**src/rtl/lap_stopwatch.sv**
```systemverilog
// rtl/lap_stopwatch.sv - single-clock MM:SS[.f] stopwatch, lap capture and 7-seg scan; lap feature under LAP_STOPWATCH_LAP_EN
module lap_stopwatch #(
    parameter  int CLK_DIV     = 1_000_000,
    parameter  int FRAC_DIGITS = 2,
    parameter  int SCAN_DIV    = 100_000,
    localparam int ND          = 4 + FRAC_DIGITS
) (
    input  logic          clk,
    input  logic          reset,
    input  logic          start_stop,
    input  logic          clear_btn,
    input  logic          lap_btn,
    output logic [6:0]    seg,
    output logic [ND-1:0] an,
    output logic          running,
    output logic          lap_hold,
    output logic          overflow
);
    localparam int PW = $clog2(CLK_DIV);
    localparam int SW = (SCAN_DIV > 1) ? $clog2(SCAN_DIV) : 1;
    localparam int IW = $clog2(ND);
    localparam int CW = 4 * ND;

    typedef enum logic [1:0] {S_IDLE = 2'd0, S_RUN = 2'd1, S_PAUSE = 2'd2} state_t;

`ifdef LAP_STOPWATCH_LAP_EN
    localparam int NB = 3;
    logic [NB-1:0] w_btn;
    assign w_btn = {lap_btn, clear_btn, start_stop};
`else
    localparam int NB = 2;
    logic [NB-1:0] w_btn;
    logic          w_lap_unused;
    assign w_btn        = {clear_btn, start_stop};
    assign w_lap_unused = lap_btn;
`endif

    logic [NB-1:0] r_sync1, r_sync2, r_sync2_d, r_pulse;
    state_t        r_state;
    logic          r_running, r_overflow, r_on;
    logic [PW-1:0] r_presc;
    logic [CW-1:0] r_cnt, w_cnt_inc, w_disp;
    logic          w_wrap, w_tick, w_clr, w_start, w_lap_hold, w_slot_end, w_on_nxt;
    logic [SW-1:0] r_scan_cnt;
    logic [IW-1:0] r_idx, w_idx_nxt;
    logic [ND-1:0] r_an;
    logic [6:0]    r_seg;

    function automatic logic [3:0] digit_max(input int pos);
        return (pos == FRAC_DIGITS + 1 || pos == FRAC_DIGITS + 3) ? 4'd5 : 4'd9;
    endfunction

    function automatic logic [6:0] seg7(input logic [3:0] d);
        case (d)
            4'd0:    return 7'h40;
            4'd1:    return 7'h79;
            4'd2:    return 7'h24;
            4'd3:    return 7'h30;
            4'd4:    return 7'h19;
            4'd5:    return 7'h12;
            4'd6:    return 7'h02;
            4'd7:    return 7'h78;
            4'd8:    return 7'h00;
            4'd9:    return 7'h10;
            default: return 7'h7F;
        endcase
    endfunction

    // Two-flop synchronizers followed by a registered rising-edge pulse per button
    always_ff @(posedge clk or negedge reset) begin
        if (!reset) begin
            r_sync1   <= '0;
            r_sync2   <= '0;
            r_sync2_d <= '0;
            r_pulse   <= '0;
        end else begin
            r_sync1   <= w_btn;
            r_sync2   <= r_sync1;
            r_sync2_d <= r_sync2;
            r_pulse   <= r_sync2 & ~r_sync2_d;
        end
    end

    // Clear outranks start, start outranks lap
    assign w_clr   = r_pulse[1];
    assign w_start = r_pulse[0] & ~r_pulse[1];
    assign w_tick  = (r_state == S_RUN) && (r_presc == PW'(CLK_DIV - 1));

    // Run-state FSM with registered running decode
    always_ff @(posedge clk or negedge reset) begin
        if (!reset) begin
            r_state   <= S_IDLE;
            r_running <= 1'b0;
        end else if (w_clr) begin
            r_state   <= S_IDLE;
            r_running <= 1'b0;
        end else if (w_start) begin
            case (r_state)
                S_IDLE:  begin r_state <= S_RUN;   r_running <= 1'b1; end
                S_RUN:   begin r_state <= S_PAUSE; r_running <= 1'b0; end
                S_PAUSE: begin r_state <= S_RUN;   r_running <= 1'b1; end
                default: begin r_state <= S_IDLE;  r_running <= 1'b0; end
            endcase
        end
    end

    // Ripple-carry BCD increment across all digits in one cycle
    always_comb begin
        logic c;
        c         = 1'b1;
        w_cnt_inc = r_cnt;
        for (int i = 0; i < ND; i++) begin
            if (c) begin
                if (r_cnt[4*i +: 4] == digit_max(i)) begin
                    w_cnt_inc[4*i +: 4] = 4'd0;
                end else begin
                    w_cnt_inc[4*i +: 4] = r_cnt[4*i +: 4] + 4'd1;
                    c = 1'b0;
                end
            end
        end
        w_wrap = c;
    end

    // Prescaler, count and sticky overflow; prescaler holds its phase outside RUN
    always_ff @(posedge clk or negedge reset) begin
        if (!reset) begin
            r_presc    <= '0;
            r_cnt      <= '0;
            r_overflow <= 1'b0;
        end else if (w_clr) begin
            r_presc    <= '0;
            r_cnt      <= '0;
            r_overflow <= 1'b0;
        end else if (r_state == S_RUN) begin
            if (w_tick) begin
                r_presc <= '0;
                r_cnt   <= w_cnt_inc;
                if (w_wrap) r_overflow <= 1'b1;
            end else begin
                r_presc <= r_presc + PW'(1);
            end
        end
    end

`ifdef LAP_STOPWATCH_LAP_EN
    logic [CW-1:0] r_lap;
    logic          r_lap_hold, w_lap;
    assign w_lap = r_pulse[2] & ~r_pulse[1] & ~r_pulse[0] & (r_state != S_IDLE);

    // Lap toggles between capture and release; a coincident tick leaves the pre-increment value
    always_ff @(posedge clk or negedge reset) begin
        if (!reset) begin
            r_lap      <= '0;
            r_lap_hold <= 1'b0;
        end else if (w_clr) begin
            r_lap      <= '0;
            r_lap_hold <= 1'b0;
        end else if (w_lap) begin
            if (!r_lap_hold) begin
                r_lap      <= r_cnt;
                r_lap_hold <= 1'b1;
            end else begin
                r_lap_hold <= 1'b0;
            end
        end
    end

    assign w_lap_hold = r_lap_hold;
    assign w_disp     = r_lap_hold ? r_lap : r_cnt;
`else
    assign w_lap_hold = 1'b0;
    assign w_disp     = r_cnt;
`endif

    // Next scan slot; the display stays dark until the first slot completes after reset
    assign w_slot_end = (r_scan_cnt == SW'(SCAN_DIV - 1));
    always_comb begin
        w_on_nxt  = r_on;
        w_idx_nxt = r_idx;
        if (w_slot_end) begin
            w_on_nxt = 1'b1;
            if (r_on) w_idx_nxt = (r_idx == IW'(ND - 1)) ? '0 : r_idx + IW'(1);
        end
    end

    // Anode and segment registers load together from the same index every cycle
    always_ff @(posedge clk or negedge reset) begin
        if (!reset) begin
            r_scan_cnt <= '0;
            r_idx      <= '0;
            r_on       <= 1'b0;
            r_an       <= '1;
            r_seg      <= 7'h7F;
        end else begin
            r_scan_cnt <= w_slot_end ? '0 : r_scan_cnt + SW'(1);
            r_idx      <= w_idx_nxt;
            r_on       <= w_on_nxt;
            r_an       <= w_on_nxt ? ~(ND'(1) << w_idx_nxt) : '1;
            r_seg      <= w_on_nxt ? seg7(w_disp[{w_idx_nxt, 2'b00} +: 4]) : 7'h7F;
        end
    end

    assign seg      = r_seg;
    assign an       = r_an;
    assign running  = r_running;
    assign lap_hold = w_lap_hold;
    assign overflow = r_overflow;
endmodule
```
**config.mk**
```make
export PLATFORM = sky130hd
export DESIGN_NAME = lap_stopwatch
export DESIGN_NICKNAME = d
export VERILOG_FILES = /design/src/rtl/lap_stopwatch.sv
export SDC_FILE = /design/constraint.sdc
export NUM_CORES = 1
export LEC_CHECK = 0
export ABC_AREA = 1
export CORE_MARGIN = 8
export CORE_UTILIZATION = 40
export CTS_CLUSTER_SIZE = 28
export DETAILED_ROUTE_END_ITERATION = 16
export GPL_ROUTABILITY_DRIVEN = 1
export HOLD_SLACK_MARGIN = 0.08
export PLACE_DENSITY = 0.64
export RECOVER_POWER = 100
export SETUP_SLACK_MARGIN = 0.4
export SLEW_MARGIN = 0
export SYNTH_ARGS = -nofsm -noshare
export SYNTH_HDL_FRONTEND = slang
export SYNTH_SLANG_ARGS = --single-unit
```
**constraint.sdc**
```tcl
create_clock -name clk -period 6.6 [get_ports clk]
set_clock_uncertainty 0.15 [all_clocks]
set_input_delay 1.32 -clock clk [delete_from_list [all_inputs] [get_ports clk]]
set_output_delay 1.32 -clock clk [all_outputs]
set_load 0.1 [all_outputs]
```
Figure 1. Selected gate families.
Bar = 50 um.
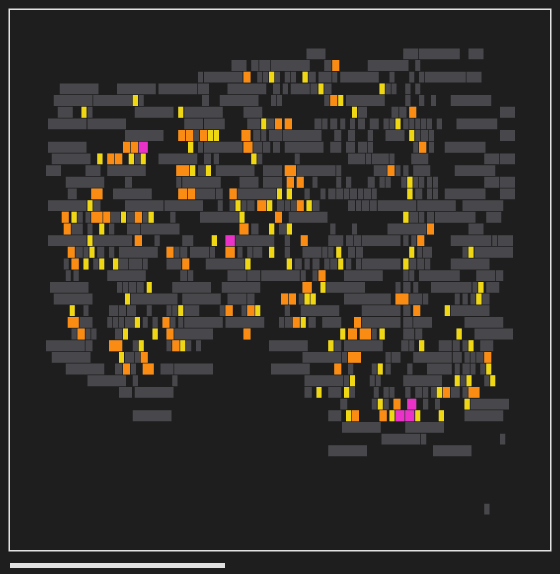
Key: magenta = AND and OR gates [cells 5, most used or2_2]; yellow = inverters [cells 90, most used inv_1]; orange = inverting AOI/OAI gates [cells 73, most used o21ai_0]

Figure 2. The clock network.
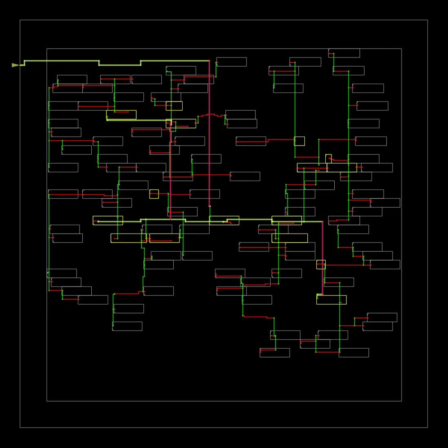
number of clock sinks seen by CTS: 90
number of clock-tree buffers in the layout: 10
Clk Latency, worst-skew pair: 0.34 ns
number of CTS-inserted buffers: 9

Figure 3. Placed cells, one colour a class.
Bar = 50 um.
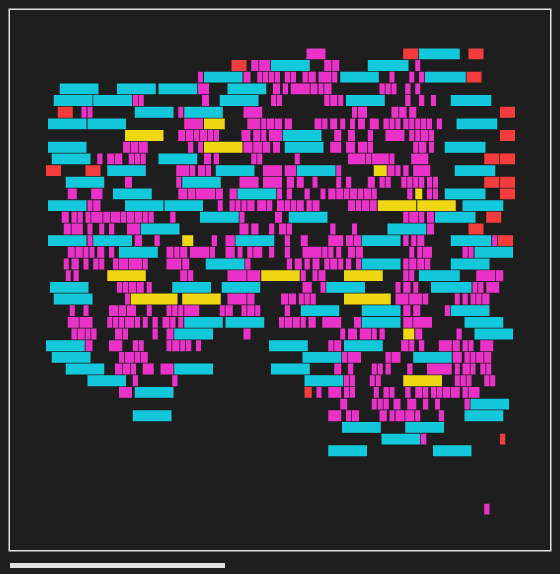
Key: red = other buffers and delay cells [cells 19, share of their area 3.4%]; magenta = all other logic [cells 489, share of their area 47%]; yellow = clock drivers and dummy loads [cells 16, share of their area 6.3%]; cyan = flip-flops [cells 90, share of their area 44%]

Figure 4. Supply network.
Pins as bars on the die edge. Tap cells in grey.
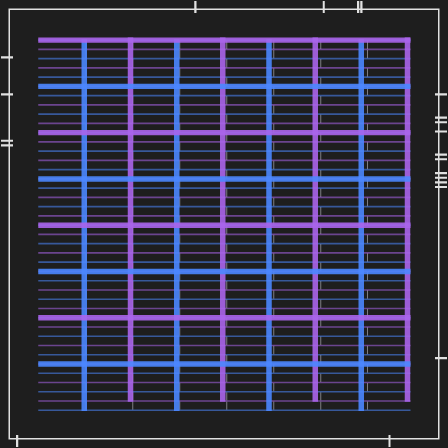
Key: blue = VSS; purple = VDD
21 signal pins sit on the boundary. 8 straps on met5. 8 straps on met4. 147 tap cells. The core has 40 rows.

==> out/metrics.cfg <==
[job]
tool_warnings = 33
timing.max_cap.violations = 2

[critical_path]
largest_fanout_of_any_net_on_the_critical_path = 61
worst_ep_arrival_time_ns = 3.80
critical_path.cell_chain = clkbuf_1 > clkbuf_2
critPathMaxStageDelay_ns = 1.29

[route]
initialDrtViolationCount = 262
drc_errors = 0
antenna_violating_nets_post_route = 0
drtPass1Iterations = 6
met3RoutedLength_um = 387
detail_route.wirelength_um = 9730
vias_per_cell = 5.11

[synth]
enable_flop_cells = 0
synthMuxAreaShare = 0
synthesis.area_per_instance_um2 = 8.22
synthesis.area_mm2 = 0.00482
yosysCellCount = 587
netlist.area_leader.share = 0.399
netlist-cell-type-count = 46
post_synth_fa_ha_maj_area_fraction = 0.0389
post_synth_top_area_cell = dfrtp_1
synth_dominant_cell_count = nand2_1
netlist_logic_family_top = simple AND/OR/NAND/NOR gates
synth.top_cells.by_count = nand2_1, inv_1, dfrtp_1
syn_inst = 587
yosys.stat.seqShare = 0.470

[final_layout]
registers.top_by_ff_count = r_cnt
finish.net_count = 629
largest_register_ffs = 24
n_fill_cell = 1154

[power_and_ir_drop]
p_seq_frac = 0.481
netSwitchingFraction = 0.238

[final_timing]
timing_worst_slew_pin_value_ns = 1.58
setup_viol = 0
whs_ns = 0.198
period_utilization = 0.573
slew_headroom = -0.0525
totalNegativeSetupSlack_ns = 0
slew_violations = 93

[grt]
first_global_vias = 3893
grt_use_met2 = 0.222

[min_path]
hold_path.startpoint = r_sync1[1]

[status]
violations = max-capacitance violations, max-slew violations
run_status = complete, but fails checks

[clock_tree]
post_cts_hold_buffer_count = 0
clk_transition_reported_paths_ns = 0.06
post_cts.resized_instances = 0

[placed_design]
routability_cong = 0.811

## area by class of cell
class / instances / share of cell area
Inverter: 90 / 0.0629
Tap cell: 147 / 0.0342
Multi-Input combinational cell: 399 / 0.386
Clock inverter: 6 / 0.0165
Clock buffer: 10 / 0.0445
Sequential cell: 90 / 0.422
Timing Repair Buffer: 19 / 0.0333
## power by group through the flow
stage	clock network, mW	logic (mW)	registers [mW]
after floorplan	0	0.0530	0.604
after global placement	0	0.0827	0.603
after detailed placement	0	0.0872	0.605
after CTS	0.571	0.0876	0.595
after global routing	0.592	0.0980	0.598
final	0.557	0.0841	0.595
## worst paths after layout
kind	end	slack, ns	cells past startpoint
setup / recovery	r_presc[19]	2.82	2
hold / removal	r_sync2[1]	0.20	0
setup reg to reg	r_cnt[11]	3.35	12
hold reg to reg	r_sync2[1]	0.20	0
max in group clk	an[3]	3.08	1
min in group asynchronous	r_scan_cnt[6]	1.22	1
## placed cells by master (no fill, tap or decap), types with 2 or more instances in the layout
cell type and n:
a211oi_1 5, a21oi_1 25, and3_1 2, bufinv_16 2, clkbuf_16 9, clkinvlp_4 2
dfrtp_1 77, dfstp_2 13, dlygate4sd3_1 17, ha_1 15, inv_1 88, nand2_1 124
nand2_2 4, nand2_4 4, nand3_1 60, nand4_1 11, nor2_1 61, nor2_2 2
nor3_1 13, nor3b_1 3, nor4_1 2, o211ai_1 2, o21ai_0 27, o21ai_1 2
o22ai_1 7, or2_2 3, xnor2_1 3, xor2_1 11
## per-stage QoR
step / utilization / cells / setup slack [ns] / area [um^2]
after floorplan: - / 587 / 4.23 / 4820
final: 0.451 / 761 / 2.82 / 5370
after CTS: 0.458 / 761 / 3.13 / 5460
after global routing: 0.451 / 761 / 2.22 / 5370
after global placement: 0.431 / 745 / 3.51 / 5130
after detailed placement: 0.431 / 745 / 3.50 / 5130
Power and IR drop assume default switching activity.
